[src/rtl/fadd_wb_ctrl.sv]
// Issue/writeback controller for a fixed-latency fadd: tags ride a valid delay line
// alongside the adder, results land in a credit-protected FIFO for the consumer.
module fadd_wb_ctrl #(
  parameter int NSTAGE = 2,
  parameter int DEPTH  = 4,
  parameter int TAGW   = 5
) (
  input  logic                   clk,
  input  logic                   rstn,
  input  logic                   flush,
  input  logic                   in_valid,
  output logic                   in_ready,
  input  logic [31:0]            in_x1,
  input  logic [31:0]            in_x2,
  input  logic [TAGW-1:0]        in_tag,
  output logic [31:0]            fa_x1,
  output logic [31:0]            fa_x2,
  input  logic [31:0]            fa_y,
  input  logic                   fa_ovf,
  output logic                   out_valid,
  input  logic                   out_ready,
  output logic [31:0]            out_y,
  output logic                   out_ovf,
  output logic [TAGW-1:0]        out_tag,
  output logic [$clog2(DEPTH):0] credits
);
  localparam int AW = $clog2(DEPTH);

  typedef struct packed {
    logic [31:0]     y;
    logic            ovf;
    logic [TAGW-1:0] tag;
  } ent_t;

  logic [NSTAGE-1:0]           vld_q, vld_d;
  logic [NSTAGE-1:0][TAGW-1:0] tag_q, tag_d;
  logic [AW-1:0]               wptr_q, wptr_d, rptr_q, rptr_d;
  logic [AW:0]                 cnt_q, cnt_d, cred_q, cred_d;
  ent_t                        mem_q [DEPTH];
  logic                        acc, pop, wr;

  assign fa_x1     = in_x1;
  assign fa_x2     = in_x2;
  assign in_ready  = cred_q < (AW+1)'(DEPTH);
  assign out_valid = cnt_q != '0;
  assign acc       = in_valid & in_ready;
  assign pop       = out_valid & out_ready;
  assign wr        = vld_q[NSTAGE-1];
  assign out_y     = mem_q[rptr_q].y;
  assign out_ovf   = mem_q[rptr_q].ovf;
  assign out_tag   = mem_q[rptr_q].tag;
  assign credits   = cred_q;

  always_comb begin
    vld_d    = '0;
    tag_d    = tag_q;
    vld_d[0] = acc;
    tag_d[0] = in_tag;
    for (int i = 1; i < NSTAGE; i++) begin
      vld_d[i] = vld_q[i-1];
      tag_d[i] = tag_q[i-1];
    end
    wptr_d = wptr_q + AW'(wr);
    rptr_d = rptr_q + AW'(pop);
    cnt_d  = cnt_q + (AW+1)'(wr) - (AW+1)'(pop);
    // A credit is held from accept until pop; the FIFO write itself is credit-neutral.
    cred_d = cred_q + (AW+1)'(acc) - (AW+1)'(pop);
    if (flush) begin
      vld_d  = '0;
      wptr_d = '0;
      rptr_d = '0;
      cnt_d  = '0;
      cred_d = '0;
    end
  end

  always_ff @(posedge clk) begin
    if (!rstn) begin
      vld_q  <= '0;
      wptr_q <= '0;
      rptr_q <= '0;
      cnt_q  <= '0;
      cred_q <= '0;
    end else begin
      vld_q  <= vld_d;
      wptr_q <= wptr_d;
      rptr_q <= rptr_d;
      cnt_q  <= cnt_d;
      cred_q <= cred_d;
    end
  end

  // Payload storage is never reset; validity lives only in the pointers and counts.
  always_ff @(posedge clk) begin
    tag_q <= tag_d;
    if (wr) mem_q[wptr_q] <= '{y: fa_y, ovf: fa_ovf, tag: tag_q[NSTAGE-1]};
  end

endmodule
[config.mk]
export PLATFORM = sky130hd
export DESIGN_NAME = fadd_wb_ctrl
export DESIGN_NICKNAME = d
export VERILOG_FILES = /design/src/rtl/fadd_wb_ctrl.sv
export SDC_FILE = /design/constraint.sdc
export NUM_CORES = 1
export LEC_CHECK = 0
export ABC_AREA = 1
export CAP_MARGIN = 20
export CORE_MARGIN = 3
export CORE_UTILIZATION = 42
export CTS_CLUSTER_DIAMETER = 40
export DETAILED_ROUTE_END_ITERATION = 10
export PLACE_DENSITY = 0.81
export SLEW_MARGIN = 20
export SYNTH_ARGS = -nofsm -noshare
export SYNTH_HDL_FRONTEND = slang
export SYNTH_SLANG_ARGS = --single-unit
[constraint.sdc]
create_clock -name clk -period 3.4 [get_ports clk]
set_input_delay 0.68 -clock clk [delete_from_list [all_inputs] [get_ports clk]]
set_output_delay 0.68 -clock clk [all_outputs]
set_load 0.1 [all_outputs]
==> run_1/clock_nets.png <==
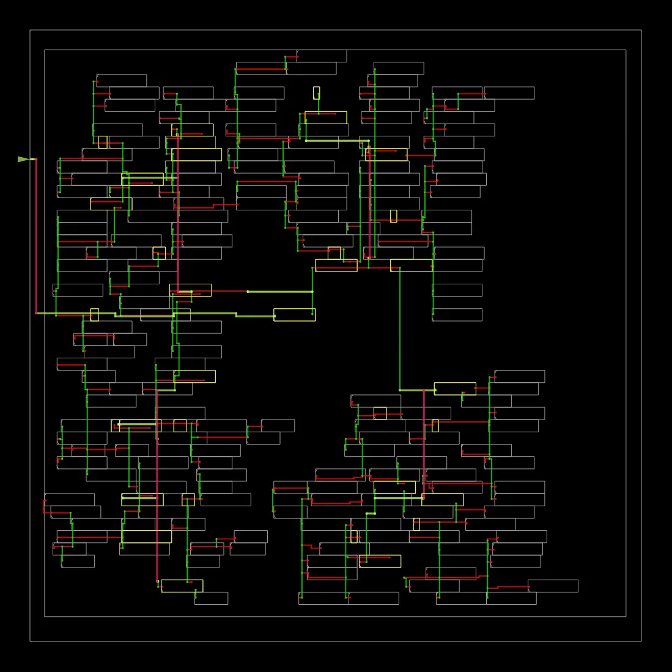
Clk. pwr: 1.82 mW
CTS sink cnt: 174
worst clock skew: 0.00852 ns
flip-flops: 174
cts bufs inserted: 17

==> run_1/class_map.png <==
Drawn at 2 px/um.
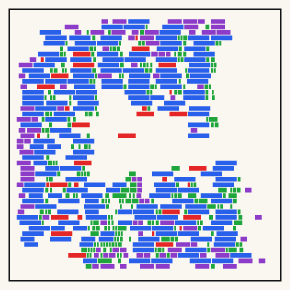
[remaining logic cells] green | cells: 251 | share of their area: 16%
[registers] blue | cells: 174 | share of their area: 61%
[clock drivers and dummy loads] red | cells: 32 | share of their area: 6.8%
[remaining buffers and delay cells] purple | cells: 97 | share of their area: 16%
fin util: 52.8%
final instance area: 0.00849 mm2
Core Region: 0.0161 mm2
# rows: 46

==> results_slide.txt, run 1 <==
Physical Implementation Snapshot

Status
  • Status: completed

Yosys
  • Ys async rst share: 0%
  • Multiplexer share: 0%
  • Mapped Avg Cell Area: 13.6 um2
  • #FFs+latches synth: 174
  • Adder Area Share: roughly 1.1%
  • Post-Synth AOI/OAI Area: 10.0%
  • Post-synthesis net count: 626
  • Gate Count Post-Synth: around 510
  • Ys cells: ~510
  • Simple Share, Synth: 6.23%
  • Dominant flop cell: edfxtp_1

Layout
  • Clock-cell share of area: under 10%
  • Antenna diodes: 0
  • Post-Layout Cell Count: about 770
  • Inverter count: 18
  • Top class by area: sequential cells
  • CLK BUF: 19

Clocking
  • Clk_lat worst skew: around 0.42 ns
  • CTS hold repair buffers: 0
  • Htree depth: 4

Worst setup path
  • Slowest CP cell: inv_2
  • Critical path peak fanout: 39
  • Critical path cell sequence: inv_2 > o21ai_0 > o22ai_1 > buf_12
  • Critical path depth: 4
  • Crit path DRT: between 2 and 3 ns
  • Worst R2R Setup Slack: 1.41 ns

Global route
  • First-pass GRT wire length: 23.9 mm
  • Met1 GRT Util: about 18%
  • GRT met3 Usage: under 10%
  • Congestion Overflow GR: 0
  • Largest net degree at the start of global routing: slightly below 80

STA
  • Worst-Margin Slew: roughly 0.97 ns
  • Worst hold slack: 0.327 ns
  • Fmax: approximately 350 MHz
  • PnR worst setup slack: slightly above 0.5 ns
  • Unrepaired setup endpoints after global routing: false

Power
  • Clock power share: about two fifths
  • Seq pwr share: a little over half
  • Power Total: between 4 and 5 mW
  • Pleak: ~3 nW
  • Combinational power: roughly 0.20 mW

Min path
  • Hold Startpoint: tag_d[8]
  • Min-Delay Endpoint: tag_q[8]

Detailed routing
  • Final antenna-violating net count: 0
  • Router iterations before antenna repair: 5
  • Highest metal used: met4

Placement
  • Global placer's final weighted congestion: 0.770
==> run_1/m3.png <==
Drawn at 3 px/um.
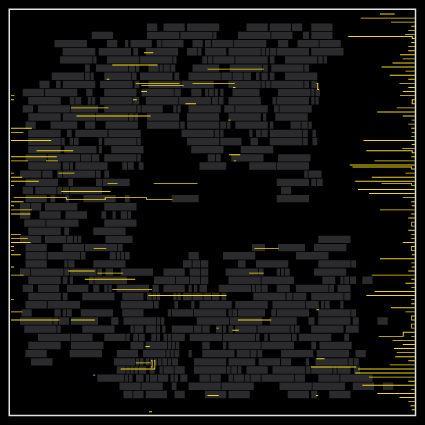
main direction: horizontal
nets with wire on the layer: 115
longest straight run: 25.8 um
wire length on this layer: 1,090 um

==> run_1/port_trees.png <==
Drawn at 4 px/um.
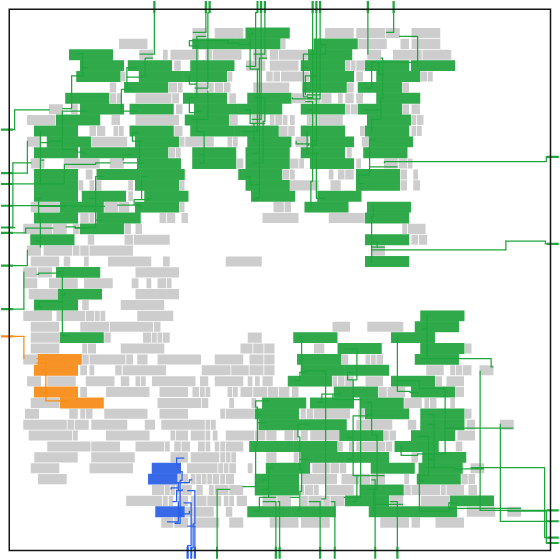
[`credits`] blue | direction: output | end cells: 3 | wire: 83.9 um
[`fa_ovf`] orange | direction: input | end cells: 4 | wire: 30.0 um
[`fa_y`] green | direction: input | end cells: 128 | wire: 1,780 um

==> run 1 -> run 2 <==
- CORE_UTILIZATION: 42 -> 47
- PLACE_DENSITY: 0.81 -> 0.85
- clock period: 3.4 -> 2.7 ns (I/O delays scaled with it)
==> run_2/m3.png <==
Drawn at 3 px/um.
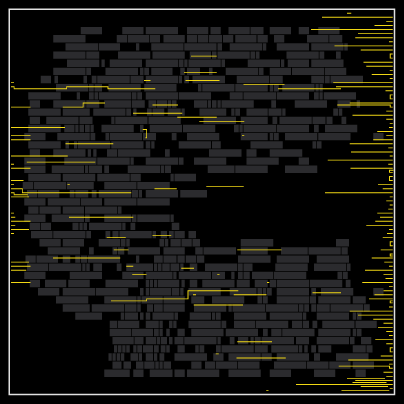
vias: 4,036
GRT met3 Usage: 6.04%

==> run_2/clock_wires.png <==
Drawn at 4 px/um.
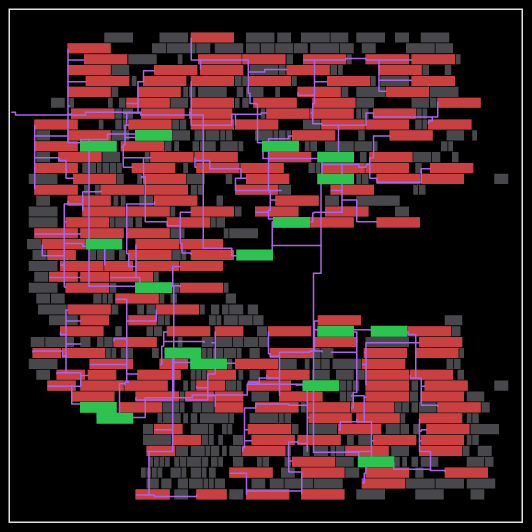
[clock wires] purple | length: 1,710 um
[flip-flops] red | count: 174
[clock-net drivers] green | count: 17
flops lie: widely spread
routed clock nets: 18
clk_lat worst skew: 0.42 ns
Clk. pwr: 2.34 mW
clock power share: 42.3%
worst clock skew: 0.00662 ns

==> run_2/class_map.png <==
Drawn at 2 px/um.
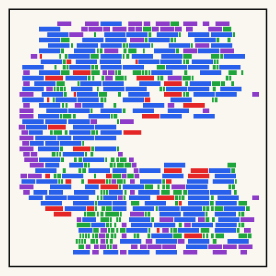
[clock drivers and dummy loads] red | cells: 32 | share of their area: 6.8%
[remaining buffers and delay cells] purple | cells: 99 | share of their area: 16%
[remaining logic cells] green | cells: 251 | share of their area: 18%
[registers] blue | cells: 174 | share of their area: 60%

==> run 2 against run 1 <==
Highest routed layer unchanged. Global-route usage up 1.7 points. Critical path depth grew 1. Via count up 0.65%. Synthesized cell count unchanged. Combinational power grew 27%.
==> results_slide.txt, run 2 <==
Physical Implementation Snapshot

Worst setup path
  • Critical path cell sequence: buf_4 > buf_6 > o21ai_0 > o22ai_2 > buf_12
  • Critical path depth: 5
  • CP top delay family: buffers and inverters
  • Critical path peak fanout: 31
  • Crit. End Element: primary output
  • Crit path DRT: 2.16 ns
  • Slowest CP cell: dfxtp_2
  • Crit path DAT: just over 2 ns
  • Worst R2R Setup Slack: between 0.6 and 0.7 ns

Layout
  • Fill cell count: around 1,000
  • Inverter count: 18
  • Layout cells sized above 1: 24.3%
  • Top reg by flops: mem_q
  • Antenna diodes: 0
  • Top cells excl fill/tap: 152 x edfxtp_1, 80 x nor2_1, 77 x o21ai_0
  • Top class by area: sequential cells
  • Clock-cell share of area: under 10%
  • Flip-flops: approximately 170
  • Bufs w/o clock: 99
  • CLK BUF: 18
  • Nets: 655
  • Combinational share of cell area: ~16%
  • Flop share of the area: between 50% and 60%
  • Post-Layout Cell Count: approximately 740
  • Flop area: about 0.0050 mm2
  • Fin util: approximately 60%
  • Max reg flops: approximately 150
  • Final instance area: around 0.0086 mm2

STA
  • Fin. Hold Viols: 0
  • Fmax: 390 MHz
  • PnR worst setup slack: 0.136 ns
  • Worst hold slack: approximately 0.33 ns
  • Slew margin rel.: between 60 and 70%
  • Worst-Margin Slew: ~0.58 ns
  • Unrepaired setup endpoints after global routing: false
  • Final Max Slew Viols: 0

Clocking
  • CTS tree: built
  • # resized after CTS: 0
  • CTS sink cnt: approximately 170
  • Htree depth: 4
  • CTS hold repair buffers: 0
  • Cts bufs inserted: 17
  • Max clock buf depth: 2

Detailed routing
  • Highest metal used: met4
  • Met2 wire length: ~8.7 mm
  • Final antenna-violating net count: 0
  • Routed vias/inst: around 5.5
  • Wire per inst: roughly 21 um
  • Router iterations before antenna repair: 4
  • Total routed wirelength: roughly 16 mm

Yosys
  • Post-synthesis net count: about 630
  • Simple Share, Synth: 6.23%
  • #FFs+latches synth: 174
  • Gate Count Post-Synth: slightly above 500
  • Top cell type's share of synthesized area: ~65%
  • Ys cells: slightly above 500
  • Dominant flop cell: edfxtp_1
  • Ys async rst share: 0%
  • Cell Type Count: 27
  • Area leader, netlist: edfxtp_1
  • Adder Area Share: around 1.1%
  • Mapped Avg Cell Area: between 10 and 15 um2
  • Ranking of synthesized cells by area: edfxtp_1 65%, buf_4 7.4%, dfxtp_1 6.3%
  • Multiplexer share: 0%
  • Commonest cells post-synth: 152 x edfxtp_1, 80 x nor2_1, 77 x o21ai_0
  • Post-Synth AOI/OAI Area: 10.0%

Global route
  • Congestion Overflow GR: 0
  • Met1 GRT Util: around a fifth
  • First-pass GRT wire length: 23.5 mm
  • Busiest grt layer: met2
  • Met2 usage: roughly a third
  • Largest net degree at the start of global routing: roughly 78

Power
  • Pleak: ~3.0 nW
  • Sw power: ~1.1 mW
  • Combinational power: 0.254 mW
  • Power Total: around 5.5 mW
  • Seq pwr share: 53.2%
  • Pwr top: sequential cells

Die
  • # rows: 43
  • Core Region: around 0.014 mm2
  • Die width: about 130 um

Placement
  • Buffers added on ports: approximately 85
  • Pre-CTS setup slack: 0.252 ns
  • Global placer's final weighted congestion: around 0.71
  • Placed Instances: 704

Status
  • Status: completed

Min path
  • Min-Delay Endpoint: tag_q[5]
  • Hold Startpoint: tag_d[5]
Power is estimated from default activity; no workload was simulated.
